Run 1, track usage over the die:
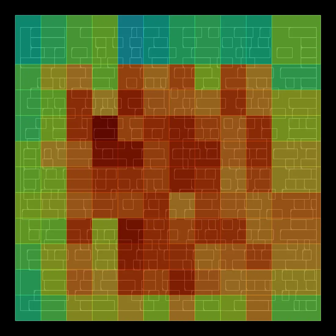
Run 1, zoomed window:
Bar = 5 um. Region (52, 52) to (72, 72) um. Cells in gray, sequential cells in the stronger gray; small squares are vias.
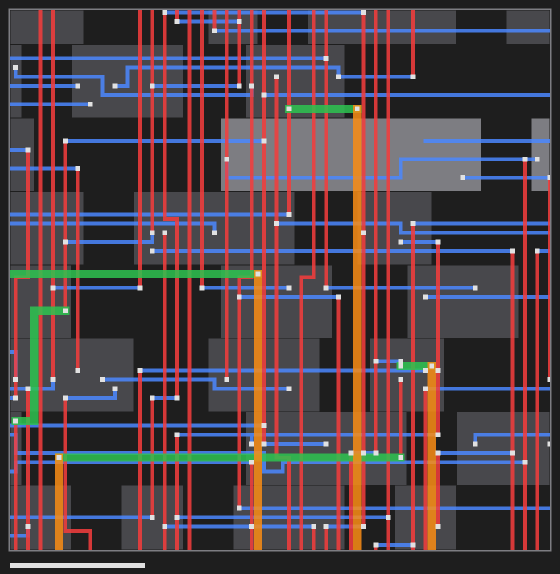
Run 1, routed metal per tile:
16 x 16 tiles, from white (low) to dark blue (high), scaled to the fullest tile. Values are wire area over tile area, all layers added.
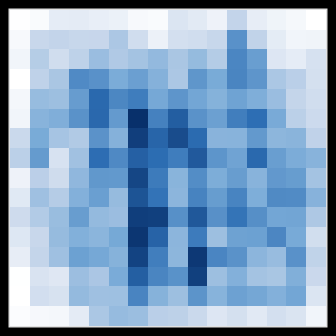
Run 1, metal layers overlaid:
Bar = 20 um. Only two layers are drawn.
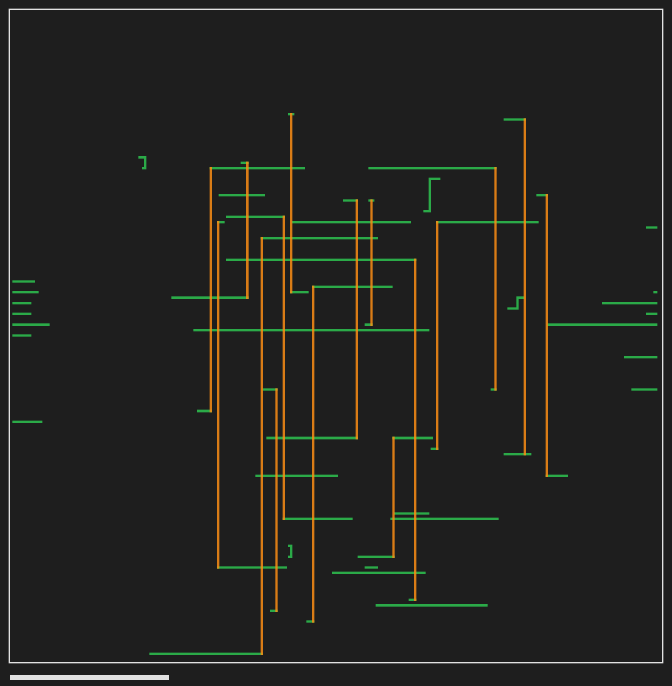
===== src/rtl/multicycle_ctrl_fsm_if.sv =====
// ----------------------------------------------------------------------------
// multicycle_ctrl_fsm_if
//   Shared instruction/data memory port between the multi-cycle control unit
//   and the memory subsystem. The controller is the master and issues the
//   request. The memory is the slave and reports completion.
//
//   mem_req    master->slave  request pending (instruction fetch or data access)
//   mem_we     master->slave  write strobe, only for stores
//   i_fetch    master->slave  request is an instruction fetch (address from PC)
//   mem_ready  slave->master  memory completes the current request this cycle
// ----------------------------------------------------------------------------
interface multicycle_ctrl_fsm_if;
  logic mem_req;
  logic mem_we;
  logic i_fetch;
  logic mem_ready;

  modport master (output mem_req, output mem_we, output i_fetch, input mem_ready);
  modport slave  (input mem_req, input mem_we, input i_fetch, output mem_ready);
endinterface


===== src/rtl/multicycle_ctrl_fsm.sv =====
// ----------------------------------------------------------------------------
// multicycle_ctrl_fsm
//   Multi-cycle RV32I control unit. Each instruction is sequenced through
//   FETCH / DECODE / EXEC / (MEM) / (WB). opcode, funct3 and funct7 are latched
//   once in DECODE. Every ALU and datapath control from EXEC onward comes from
//   that latch. A memory access that waits too long for mem_ready, an illegal
//   opcode, or a SYSTEM instruction parks the unit in TRAP or HALT until reset.
//
// Ports
//   clk, rst_n  clock (rising edge) and asynchronous active-low reset
//   bus         shared memory port (mem_req, mem_we, i_fetch / mem_ready)
//   inst        instruction register contents, valid from DECODE onward
//   br_taken    branch compare result. The datapath combines it with Branch.
//   IRWrite     load the instruction register (FETCH, on mem_ready)
//   PCWrite     update the PC (branch in EXEC, store completion, WB)
//   ALUOp       ALU operation code, zero-extended to ALUOP_W
//   ALUSrc      ALU operand B select: 0 rs2, 1 imm, 2 PC+imm
//   Branch      B / JAL / JALR class (next-PC select)
//   MemtoReg    writeback from memory (loads)
//   RegWrite    register-file write enable (WB)
//   halted      sticky: a SYSTEM instruction retired
//   trap        sticky: illegal opcode or bus timeout
//   bus_err     sticky: the trap was caused by a bus timeout
//   state       current state, for debug
// ----------------------------------------------------------------------------
module multicycle_ctrl_fsm #(
  parameter int ALUOP_W    = 4,
  parameter int TIMEOUT    = 16,
  parameter bit ENABLE_SYS = 1'b1
) (
  input  logic                   clk,
  input  logic                   rst_n,
  multicycle_ctrl_fsm_if.master  bus,
  input  logic [31:0]            inst,
  input  logic                   br_taken,
  output logic                   IRWrite,
  output logic                   PCWrite,
  output logic [ALUOP_W-1:0]     ALUOp,
  output logic [1:0]             ALUSrc,
  output logic                   Branch,
  output logic                   MemtoReg,
  output logic                   RegWrite,
  output logic                   halted,
  output logic                   trap,
  output logic                   bus_err,
  output logic [2:0]             state
);

  localparam logic [6:0] OP_R     = 7'b0110011;
  localparam logic [6:0] OP_I     = 7'b0010011;
  localparam logic [6:0] OP_L     = 7'b0000011;
  localparam logic [6:0] OP_S     = 7'b0100011;
  localparam logic [6:0] OP_B     = 7'b1100011;
  localparam logic [6:0] OP_JAL   = 7'b1101111;
  localparam logic [6:0] OP_JALR  = 7'b1100111;
  localparam logic [6:0] OP_LUI   = 7'b0110111;
  localparam logic [6:0] OP_AUIPC = 7'b0010111;
  localparam logic [6:0] OP_SYS   = 7'b1110011;

  // The counter never has to hold more than TIMEOUT-1.
  localparam int CNT_W = $clog2(TIMEOUT);

  typedef enum logic [2:0] {
    S_IDLE = 3'd0, S_FETCH = 3'd1, S_DECODE = 3'd2, S_EXEC = 3'd3,
    S_MEM  = 3'd4, S_WB    = 3'd5, S_HALT   = 3'd6, S_TRAP = 3'd7
  } state_t;

  typedef struct packed {
    logic [6:0] f7;
    logic [2:0] f3;
    logic [6:0] op;
  } dec_t;

  state_t           state_q, state_d;
  dec_t             dec_q;
  logic [CNT_W-1:0] wait_cnt;
  logic             timeout_hit;

  // Only opcode/funct fields steer control. The register indices and the
  // branch result are used by the datapath and are collected here on purpose.
  logic unused;
  assign unused = ^{inst[24:15], inst[11:7], br_taken};

  // The last permitted wait cycle has passed without ready. A ready that
  // arrives on that same cycle takes priority.
  assign timeout_hit = (wait_cnt == CNT_W'(TIMEOUT - 1)) && !bus.mem_ready;

  // ---------------------------------------------------------------- state reg
  always_ff @(posedge clk or negedge rst_n) begin
    // NOTE: sequential state uses non-blocking assignments so that every flop
    // samples values from before the edge, regardless of process order.
    if (!rst_n) state_q <= S_IDLE;
    else        state_q <= state_d;
  end

  // Per-instruction bookkeeping: decode latch, wait counter, timeout flag.
  always_ff @(posedge clk or negedge rst_n) begin
    if (!rst_n) begin
      // NOTE: the decode latch is reset even though it is written before its
      // first use. This keeps the state after reset fully defined and equal to zero.
      dec_q    <= '0;
      wait_cnt <= '0;
      bus_err  <= 1'b0;
    end else begin
      if (state_q == S_DECODE) dec_q <= '{f7: inst[31:25], f3: inst[14:12], op: inst[6:0]};
      // Clearing on every state change makes each FETCH/MEM visit start at 0.
      if (state_d != state_q)                 wait_cnt <= '0;
      else if (bus.mem_req && !bus.mem_ready) wait_cnt <= wait_cnt + CNT_W'(1);
      if ((state_q == S_FETCH || state_q == S_MEM) && timeout_hit) bus_err <= 1'b1;
    end
  end

  // ------------------------------------------------------- latched decode
  logic       cls_r, cls_i, cls_l, cls_s, cls_b, cls_j, cls_jr, cls_lui, cls_auipc;
  logic [3:0] alu_code;
  logic [1:0] alu_src;

  always_comb begin
    cls_r     = (dec_q.op == OP_R);
    cls_i     = (dec_q.op == OP_I);
    cls_l     = (dec_q.op == OP_L);
    cls_s     = (dec_q.op == OP_S);
    cls_b     = (dec_q.op == OP_B);
    cls_j     = (dec_q.op == OP_JAL);
    cls_jr    = (dec_q.op == OP_JALR);
    cls_lui   = (dec_q.op == OP_LUI);
    cls_auipc = (dec_q.op == OP_AUIPC);

    alu_code = 4'd0;
    if (cls_b) begin
      case (dec_q.f3)
        3'd0: alu_code = 4'd8;
        3'd1: alu_code = 4'd9;
        3'd4: alu_code = 4'd10;
        3'd5: alu_code = 4'd11;
        3'd6: alu_code = 4'd12;
        3'd7: alu_code = 4'd13;
        default: alu_code = 4'd0;
      endcase
    end else if (cls_r || cls_i) begin
      case (dec_q.f3)
        // Only R-type uses funct7 to select SUB. For addi those bits are immediate bits.
        3'd0: alu_code = (cls_r && dec_q.f7 == 7'h20) ? 4'd1 : 4'd0;
        3'd1: alu_code = 4'd2;
        3'd2: alu_code = 4'd10;
        3'd3: alu_code = 4'd12;
        3'd4: alu_code = 4'd5;
        3'd5: alu_code = (dec_q.f7 == 7'h20) ? 4'd4 : 4'd3;
        3'd6: alu_code = 4'd6;
        default: alu_code = 4'd7;
      endcase
    end

    alu_src = 2'd0;
    if (cls_i || cls_l || cls_s || cls_lui) alu_src = 2'd1;
    else if (cls_auipc)                     alu_src = 2'd2;
  end

  // ------------------------------------------------------------ next state
  always_comb begin
    state_d = state_q;
    case (state_q)
      S_IDLE:  state_d = S_FETCH;
      S_FETCH: begin
        if (bus.mem_ready)    state_d = S_DECODE;
        else if (timeout_hit) state_d = S_TRAP;
      end
      S_DECODE: begin
        case (inst[6:0])
          OP_R, OP_I, OP_L, OP_S, OP_B, OP_JAL, OP_JALR, OP_LUI, OP_AUIPC: state_d = S_EXEC;
          OP_SYS:  state_d = ENABLE_SYS ? S_HALT : S_TRAP;
          default: state_d = S_TRAP;
        endcase
      end
      S_EXEC: begin
        if (cls_l || cls_s) state_d = S_MEM;
        else if (cls_b)     state_d = S_FETCH;
        else                state_d = S_WB;
      end
      S_MEM: begin
        if (bus.mem_ready)    state_d = cls_l ? S_WB : S_FETCH;
        else if (timeout_hit) state_d = S_TRAP;
      end
      S_WB:    state_d = S_FETCH;
      default: state_d = state_q;  // HALT and TRAP hold until reset
    endcase
  end

  // --------------------------------------------------------------- outputs
  logic drive_ctl;

  always_comb begin
    // NOTE: every output gets a default first. No path through the case can
    // leave one unassigned, so no latch is inferred.
    bus.mem_req = 1'b0;
    bus.mem_we  = 1'b0;
    bus.i_fetch = 1'b0;
    IRWrite     = 1'b0;
    PCWrite     = 1'b0;
    RegWrite    = 1'b0;
    halted      = 1'b0;
    trap        = 1'b0;
    drive_ctl   = 1'b0;
    case (state_q)
      S_FETCH: begin
        bus.mem_req = 1'b1;
        bus.i_fetch = 1'b1;
        IRWrite     = bus.mem_ready;
      end
      S_EXEC: begin
        drive_ctl = 1'b1;
        PCWrite   = cls_b;  // taken or not, the datapath picks target vs PC+4
      end
      S_MEM: begin
        drive_ctl   = 1'b1;
        bus.mem_req = 1'b1;
        bus.mem_we  = cls_s;
        PCWrite     = cls_s && bus.mem_ready;  // a store retires here
      end
      S_WB: begin
        drive_ctl = 1'b1;
        RegWrite  = 1'b1;
        PCWrite   = 1'b1;
      end
      S_HALT:  halted = 1'b1;
      S_TRAP:  trap   = 1'b1;
      default: ;
    endcase
    // ALU and mux controls stay stable from EXEC through MEM/WB.
    ALUOp    = drive_ctl ? ALUOP_W'(alu_code) : '0;
    ALUSrc   = drive_ctl ? alu_src : 2'd0;
    Branch   = drive_ctl && (cls_b || cls_j || cls_jr);
    MemtoReg = drive_ctl && cls_l;
  end

  assign state = state_q;

endmodule


===== src/flat_wrapper.sv =====
// flat-port wrapper written by rule: the top's interface ports become plain ports
module multicycle_ctrl_fsm_flat 
#(
  parameter int ALUOP_W    = 4,
  parameter int TIMEOUT    = 16,
  parameter bit ENABLE_SYS = 1'b1
)
  (clk, rst_n, inst, br_taken, IRWrite, PCWrite, ALUOp, ALUSrc, Branch, MemtoReg, RegWrite, halted, trap, bus_err, state, bus_mem_req, bus_mem_we, bus_i_fetch, bus_mem_ready);
  multicycle_ctrl_fsm_if bus_i ();
  input  logic clk;
  input  logic rst_n;
  input  logic [31:0] inst;
  input  logic br_taken;
  output logic IRWrite;
  output logic PCWrite;
  output logic [ALUOP_W-1:0] ALUOp;
  output logic [1:0] ALUSrc;
  output logic Branch;
  output logic MemtoReg;
  output logic RegWrite;
  output logic halted;
  output logic trap;
  output logic bus_err;
  output logic [2:0] state;
  output wire logic [$bits(bus_i.mem_req)-1:0] bus_mem_req;
  output wire logic [$bits(bus_i.mem_we)-1:0] bus_mem_we;
  output wire logic [$bits(bus_i.i_fetch)-1:0] bus_i_fetch;
  input wire logic [$bits(bus_i.mem_ready)-1:0] bus_mem_ready;
  assign bus_mem_req = bus_i.mem_req;
  assign bus_mem_we = bus_i.mem_we;
  assign bus_i_fetch = bus_i.i_fetch;
  assign bus_i.mem_ready = bus_mem_ready;
  multicycle_ctrl_fsm #(.ALUOP_W(ALUOP_W), .TIMEOUT(TIMEOUT), .ENABLE_SYS(ENABLE_SYS)) u_core (.clk(clk), .rst_n(rst_n), .bus(bus_i), .inst(inst), .br_taken(br_taken), .IRWrite(IRWrite), .PCWrite(PCWrite), .ALUOp(ALUOp), .ALUSrc(ALUSrc), .Branch(Branch), .MemtoReg(MemtoReg), .RegWrite(RegWrite), .halted(halted), .trap(trap), .bus_err(bus_err), .state(state));
endmodule

===== config.mk =====
export PLATFORM = sky130hd
export DESIGN_NAME = multicycle_ctrl_fsm_flat
export DESIGN_NICKNAME = d
export VERILOG_FILES = /design/src/rtl/multicycle_ctrl_fsm_if.sv /design/src/rtl/multicycle_ctrl_fsm.sv /design/src/flat_wrapper.sv
export SDC_FILE = /design/constraint.sdc
export NUM_CORES = 1
export LEC_CHECK = 0
export ABC_AREA = 0
export ABC_CLOCK_PERIOD_IN_PS = 1580
export CAP_MARGIN = 20
export CELL_PAD_IN_SITES_DETAIL_PLACEMENT = 2
export CELL_PAD_IN_SITES_GLOBAL_PLACEMENT = 2
export CORE_UTILIZATION = 24
export DETAILED_ROUTE_END_ITERATION = 8
export MAX_ROUTING_LAYER = met4
export PLACE_DENSITY = 0.87
export SLEW_MARGIN = 10
export SYNTH_ARGS = -nofsm -noshare
export SYNTH_HDL_FRONTEND = slang
export SYNTH_SLANG_ARGS = --single-unit

===== constraint.sdc =====
create_clock -name clk -period 1.58 [get_ports clk]
set_clock_uncertainty 0.15 [all_clocks]
set_input_delay 0.237 -clock clk [delete_from_list [all_inputs] [get_ports clk]]
set_output_delay 0.237 -clock clk [all_outputs]
set_load 0.02 [all_outputs]

==> design notes, run 1 <==
The xor/xnor share of the synthesized area was 2.84%; the minimum setup slack in the final design was -0.878 ns. The count of final setup violators is 42, and the depth of the worst register-to-register path is 9. The number of nets produced by synthesis is 194.

The final timing report lists a max-slew violation count of 0. At the floorplan stage, the core utilization is reported as 25.4%. The switching component of the power was reported as 3140 uW. The final hold slack was 0.164 ns. The flow ran to the end, but the final reports show violations.

The checks that failed: setup timing. The register bit count reported by yosys came out at 25. For the number of hold violations in the final report, the log shows 0.

For the number of tapcells, the log shows 75. The floorplan has 28 rows. The run gives 1.19 ns as the data required time of the worst path.

The critical path crosses 6 cells after its start point. The biggest slice of the area belongs to combinational gates. The number of multi-input combinational cells in the layout came out at 120. Maximum resistive drop on vdd: 0.00116 V.
About 'track usage over the die':
fraction of met1 tracks used by global routing: 36.7%
busiest layer in global routing: met2
Layout Utilization: 57.9%
met2 global-route usage: 55.2%
routed wirelength normalized by instance count: 30.3 um

About 'zoomed window':
- blue: M1
- orange: M4
- red: M2
- green: M3
- cells with their middle in the window: 18
- most frequent: buf_6 (7)
- sequential cells in the window: 1
- netlist names of flops here include: u_core.state (1)

About 'routed metal per tile':
- tiles over half the peak: 37%
- densest ninth of the die: center
- fullest tile: 0.61
- nearly empty tiles: 2.3%
- mean over tiles: 0.26
via count of the routed design: 1968
total global-route track usage: 32.2%
total length of routed wires: 11100 um

About 'metal layers overlaid':
- orange: M4 (wire length 511 um)
- green: M3 (wire length 344 um)

run 1: through the flow:
stage	instance area, um^2	TNS [ns]	total power (uW)
floorplan	1790	-4.09	2860
global placement	2670	-14.33	4080
detailed placement	2670	-16.52	4350
CTS	3280	-13.96	5870
global route	3510	-19.55	6990
finish	3510	-18.29	6790
run 1: routing by layer:
metal / vias to the layer above / routed length, um
met5: - / 0
met4: 0 / 511
met3: 32 / 344
met2: 74 / 5680
met1: 1006 / 4550
li1: 856 / -
run 1: flip-flops by register name, indices dropped and copies added (netlist names):
signal           count
u_core.dec_q        17
u_core.wait_cnt      4
u_core.state         3
u_core.bus_err       1
## Run 2: what changed since run 1
Settings changed: ABC_CLOCK_PERIOD_IN_PS 1580 to 2200.
Clock period 1.58 ns to 2.2 ns, I/O delays scaled along.
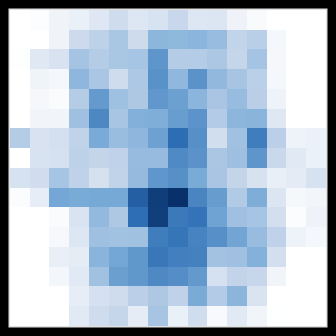
Run 2: routed metal per tile
16 x 16 tiles, from white (low) to dark blue (high), scaled to the fullest tile. Values are wire area over tile area, all layers added.
- fullest tile: 0.58
- tiles over half the peak: 18%
- nearly empty tiles: 19%
- mean over tiles: 0.16
- emptiest ninth of the die: south-west
- densest ninth of the die: center
total global-route track usage: 21.3%
routed wirelength normalized by instance count: 21.7 um
via count of the routed design: 1653
total length of routed wires: 6920 um

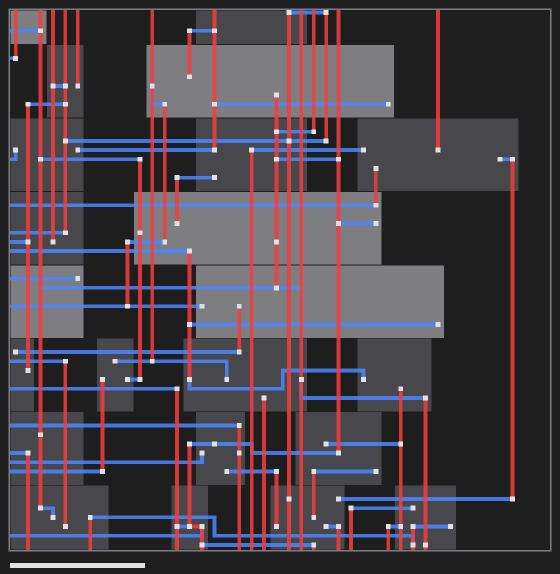
Run 2: zoomed window
Bar = 5 um. Region (52, 52) to (72, 72) um. Cells in gray, sequential cells in the stronger gray; small squares are vias.

==> run 2 against run 1 <==
The flow still finishes with violations (setup timing); first-iteration DRC count fell by 28%; sequential share of layout area rose by 6.2 points; sequential cell count did not move; cell count fell by 13%; wire length fell by 38%; hold slack improved by 0.11 ns; register-to-register slack improved by 0.77 ns; core utilization fell by 15 points.
==> design notes, run 2 <==
The run gives 0 (unchanged) for the number of max-slew violations in the final report. Most frequently used flop master after synthesis: sky130_fd_sc_hd__dfrtp_1 (unchanged). The register bit count reported by yosys was 25 (unchanged); the final hold slack was 0.278 ns (was 0.164 ns).

Failing checks: setup timing (unchanged). Multi-input gate share of the layout cell area: 39.9% (was 39.1%). The run finished, with violations left. The clock buffer count is 3 (unchanged), and the clock distribution area overhead in the final layout is 1.78% (was 1.39%). The critical path depth came out at 6 (unchanged). The fraction of power consumed by combinational cells came out at 64.7% (was 74.3%). The count of final setup violators is 4 (was 42), and the site row count is 28 (unchanged). For the data required time of the worst path, the log shows 1.72 ns (was 1.19 ns). Commonest cells after routing, fill and taps aside: sky130_fd_sc_hd__buf_4, sky130_fd_sc_hd__clkdlybuf4s50_1, sky130_fd_sc_hd__dfrtp_1 (was sky130_fd_sc_hd__buf_4, sky130_fd_sc_hd__buf_6, sky130_fd_sc_hd__dfrtp_1). The power density over the cells is 1280 nW/um^2 (was 1940 nW/um^2).

The share of the core filled by cells before placement came out at 25.4% (unchanged). The run gives 239 um (was 344 um) for the met3 wire length. With the number of tapcells at 75 (unchanged), the power of the sequential group is 888 uW (was 1280 uW). Register containing the most flip-flops in the final layout: u_core.dec_q (unchanged).

The number of hold violations in the final report was 0 (unchanged). The clock sink count came out at 25 (unchanged). The maximum level of the CTS H-tree is 1 (unchanged), and the post-detailed-route count of antenna-violating nets is 0 (unchanged).

The tools report the overall power consumption as 3330 uW (was 6790 uW). The run gives 17 (unchanged) for the number of flip-flops in the largest register. The top cell type by total area after synthesis is sky130_fd_sc_hd__dfrtp_1 (unchanged). With the total iterations of the first detailed-routing run at 4 (unchanged), the number of nets produced by synthesis is 194 (unchanged).

With the reported clock group power at 287 uW (was 468 uW), the share of flip-flops with an asynchronous set or reset after synthesis is 100% (unchanged). The length of routed wiring on met1 was 3010 um (was 4550 um); the maximum resistive drop on vdd was 0.000461 V (was 0.00116 V). The fraction of met2 tracks used by global routing was 36.8% (was 55.2%). The routing layer with the top usage in global route was met2 (unchanged).

The highest metal layer used by the detailed router is met4 (unchanged). The depth of the worst register-to-register path was 7 (was 9). The tools report the buffer count from post-CTS setup fixing as 6 (was 33). For the met1 routing resource usage after global routing, the log shows 26.8% (was 36.7%).

The run gives 3520 um (was 5680 um) for the routed length on met2. The largest cell class by area was combinational gates (unchanged). The startpoint of the most critical register-to-register path was u_core.state[2] (unchanged).

For the minimum setup slack in the final design, the log shows -0.173 ns (was -0.878 ns). Post-synthesis cell type with the largest instance count: sky130_fd_sc_hd__dfrtp_1 (unchanged). The tools report the reported net switching power as 1530 uW (was 3140 uW).
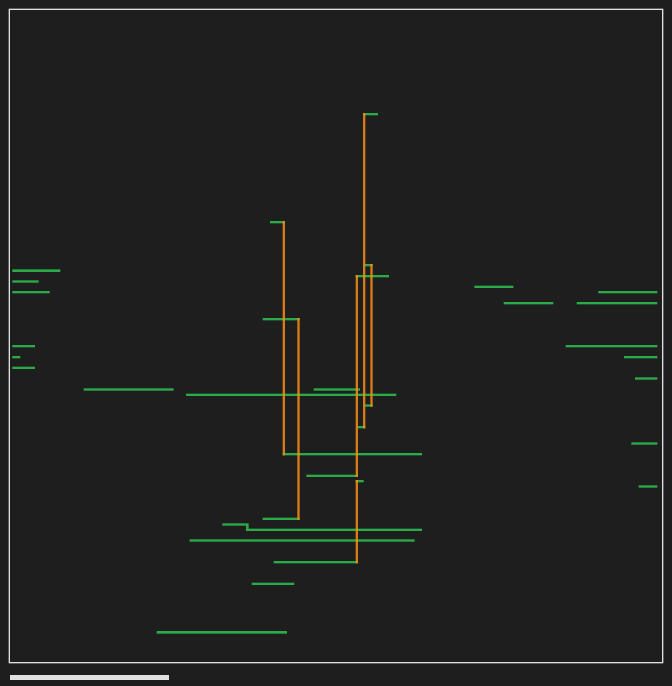
Run 2: metal layers overlaid
Bar = 20 um. Only two layers are drawn.
- orange: M4 (wire length 147 um)
- green: M3 (wire length 239 um)

==> run 2: through the flow <==
step / setup WS [ns] / cell area, um^2 / TNS, ns / std cells / util [%]
finish: -0.173 / 2600 / -0.287 / 319 / 42.8
global route: -0.290 / 2600 / -0.836 / 319 / 42.8
CTS: -0.164 / 2450 / -0.209 / 315 / 40.4
detailed placement: -0.473 / 2290 / -2.70 / 305 / 37.7
global placement: -0.398 / 2290 / -1.65 / 305 / 37.7
floorplan: -0.168 / 1540 / -0.352 / 157 / -
==> run 2: logic make-up after synthesis <==
group	count (synthesis)	share of synthesized area (%)
buffers and inverters	12	3.73
AND/OR/NAND/NOR	59	21.3
flip-flops	25	40.6
AND-OR/OR-AND	36	17.0
multiplexers	19	13.6
XOR/XNOR	5	2.84
adder cells (fa/ha/maj)	1	0.812
## Run 3: what changed since run 2
Settings changed: SLEW_MARGIN 10 to 20.
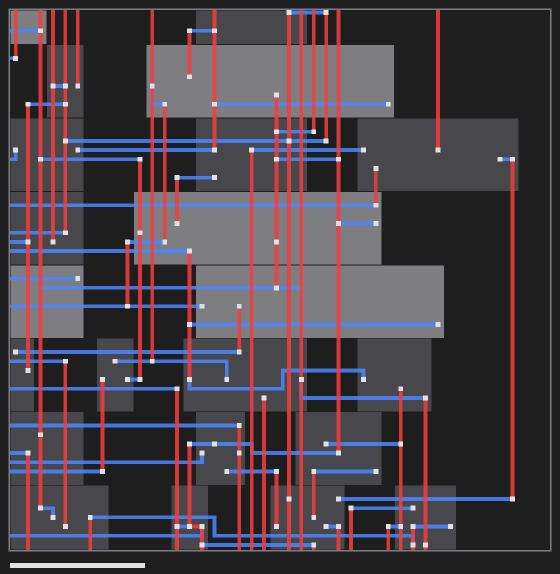
Run 3: zoomed window
Bar = 5 um. Region (52, 52) to (72, 72) um. Cells in gray, sequential cells in the stronger gray; small squares are vias.
- blue: M1
- red: M2
- netlist names of flops here include: u_core.dec_q (3)
- cells with their middle in the window: 17
- most frequent: nand2_1 (3), dfrtp_1 (3), mux2_2 (2)
- sequential cells in the window: 3

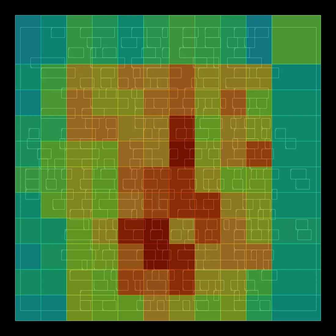
Run 3: track usage over the die
Layout Utilization: 42.8%
met2 global-route usage: 36.8%
fraction of met1 tracks used by global routing: 26.8%
Global Route met3 Usage: 1.54%

==> run 3 against run 2 <==
The run still ends with setup timing left; power stayed put; critical path depth stayed put; worst setup slack stayed put; sequential cell count stayed put.
==> design notes, run 3 <==
Wire length of the first global-routing pass: 10100 um (unchanged). The logs give 1653 (unchanged) for the total via count after detailed routing and 28 (unchanged) for the site row count. The fraction of the mapped netlist area in simple logic gates was 21.3% (unchanged). Main kind of combinational logic by area: simple AND/OR/NAND/NOR gates (unchanged).

The top cell type by total area after synthesis is sky130_fd_sc_hd__dfrtp_1 (unchanged). The number of hold violations in the final report was 0 (unchanged); the share of the core filled by cells before placement was 25.4% (unchanged). The power density over the cells is 1280 nW/um^2 (unchanged), and the maximum resistive drop on vdd is 0.000461 V (unchanged). The tools report the worst slack after detailed placement as -0.473 ns (unchanged). For the number of non-filler instances in the completed layout, the log shows 319 (unchanged). Depth of the worst register-to-register path: 7 (unchanged).

The adder and majority gate portion of the synthesized area was 0.812% (unchanged); the total inserted antenna cells was 0 (unchanged). The run gives 21.3% (unchanged) for the global routing usage summed across all routing layers. Accumulated negative setup slack: -0.287 ns (unchanged). The cell area after layout is 2600 um^2 (unchanged). Final wirelength: 6920 um (unchanged). With the data required time of the worst path at 1.72 ns (about the same), the total iterations of the first detailed-routing run is 4 (unchanged). The count of final setup violators was 4 (unchanged). The area fraction in compound gates after synthesis was 17.0% (unchanged); the post-detailed-route count of antenna-violating nets was 0 (unchanged).

The xor/xnor share of the synthesized area is 2.84% (unchanged), and the minimum setup slack in the final design is -0.173 ns (unchanged). The run gives 17 (unchanged) for the number of flip-flops in the largest register. The overall power consumption is 3330 uW (unchanged), and the share of flip-flops with an asynchronous set or reset after synthesis is 100% (unchanged). Maximum level of the CTS H-tree: 1 (unchanged). The run finished, with violations left. Clock sink count: 25 (unchanged).

The register bit count reported by yosys works out to 25 (unchanged). The run gives 0.278 ns (unchanged) as the final hold slack. Average routed wire per standard cell: 21.7 um (unchanged). Commonest cells after routing, fill and taps aside: sky130_fd_sc_hd__buf_4, sky130_fd_sc_hd__clkdlybuf4s50_1, sky130_fd_sc_hd__dfrtp_1 (unchanged). The number of max-slew violations in the final report was 0 (unchanged). The run gives 0.10 ns (about the same) for the clock input transition at the sequential cells of the worst setup and hold paths. The run gives 305 (unchanged) as the number of instances in the placed design.

Most frequently used flop master after synthesis: sky130_fd_sc_hd__dfrtp_1 (unchanged). The count of buffers from port buffering came out at 39 (unchanged). The startpoint of the most critical register-to-register path is u_core.state[2] (unchanged). The critical path depth works out to 6 (unchanged).

Failing checks: setup timing (unchanged). The multiplexer area fraction after synthesis is 13.6% (unchanged), and the placed standard-cell area is 2290 um^2 (unchanged).
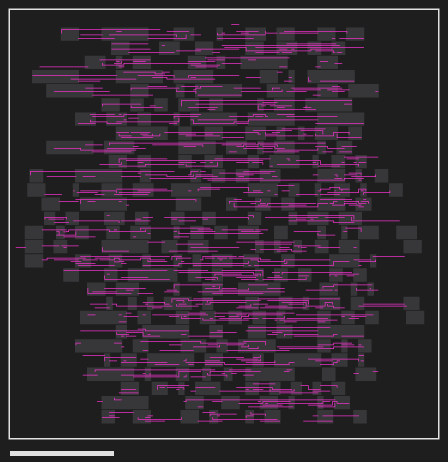
Run 3: metal 1
Bar = 20 um. Cells faint in the background.
- main direction: horizontal
- longest straight run: 32.7 um
- wire length on this layer: 3010 um
- nets with wire on the layer: 244

==> run 3: timing repair <==
item,CTS,global route
setup buffers,6,5
gates resized,77,29
endpoints found under the setup margin,15,9
pin swaps,7,11
==> run 3: where the power goes <==
part           switching, uW  internal, uW  leakage, uW
Sequential               236           651     0.000306
Combinational           1130          1020     0.000766
Clock                    160           127    0.0000255
Total                   1530          1800      0.00110
==> run 3: layout make-up <==
cell class,count,area [um^2]
Clock buffer,3,41.3
Clock inverter,1,5.00
Fill cell,643,3460
Inverter,7,28.8
Multi-Input combinational cell,120,1040
Sequential cell,25,628
Tap cell,75,93.8
Timing Repair Buffer,88,763
==> run 3: per-layer routing <==
layer	vias to the layer above	track usage (%)	part of all wire [%]
li1	762	-	-
met1	830	26.8	43
met2	49	36.8	51
met3	12	1.54	3.5
met4	0	5.79	2.1
met5	-	-	0
No activity file was given, so power comes from the tool's default toggle rates.
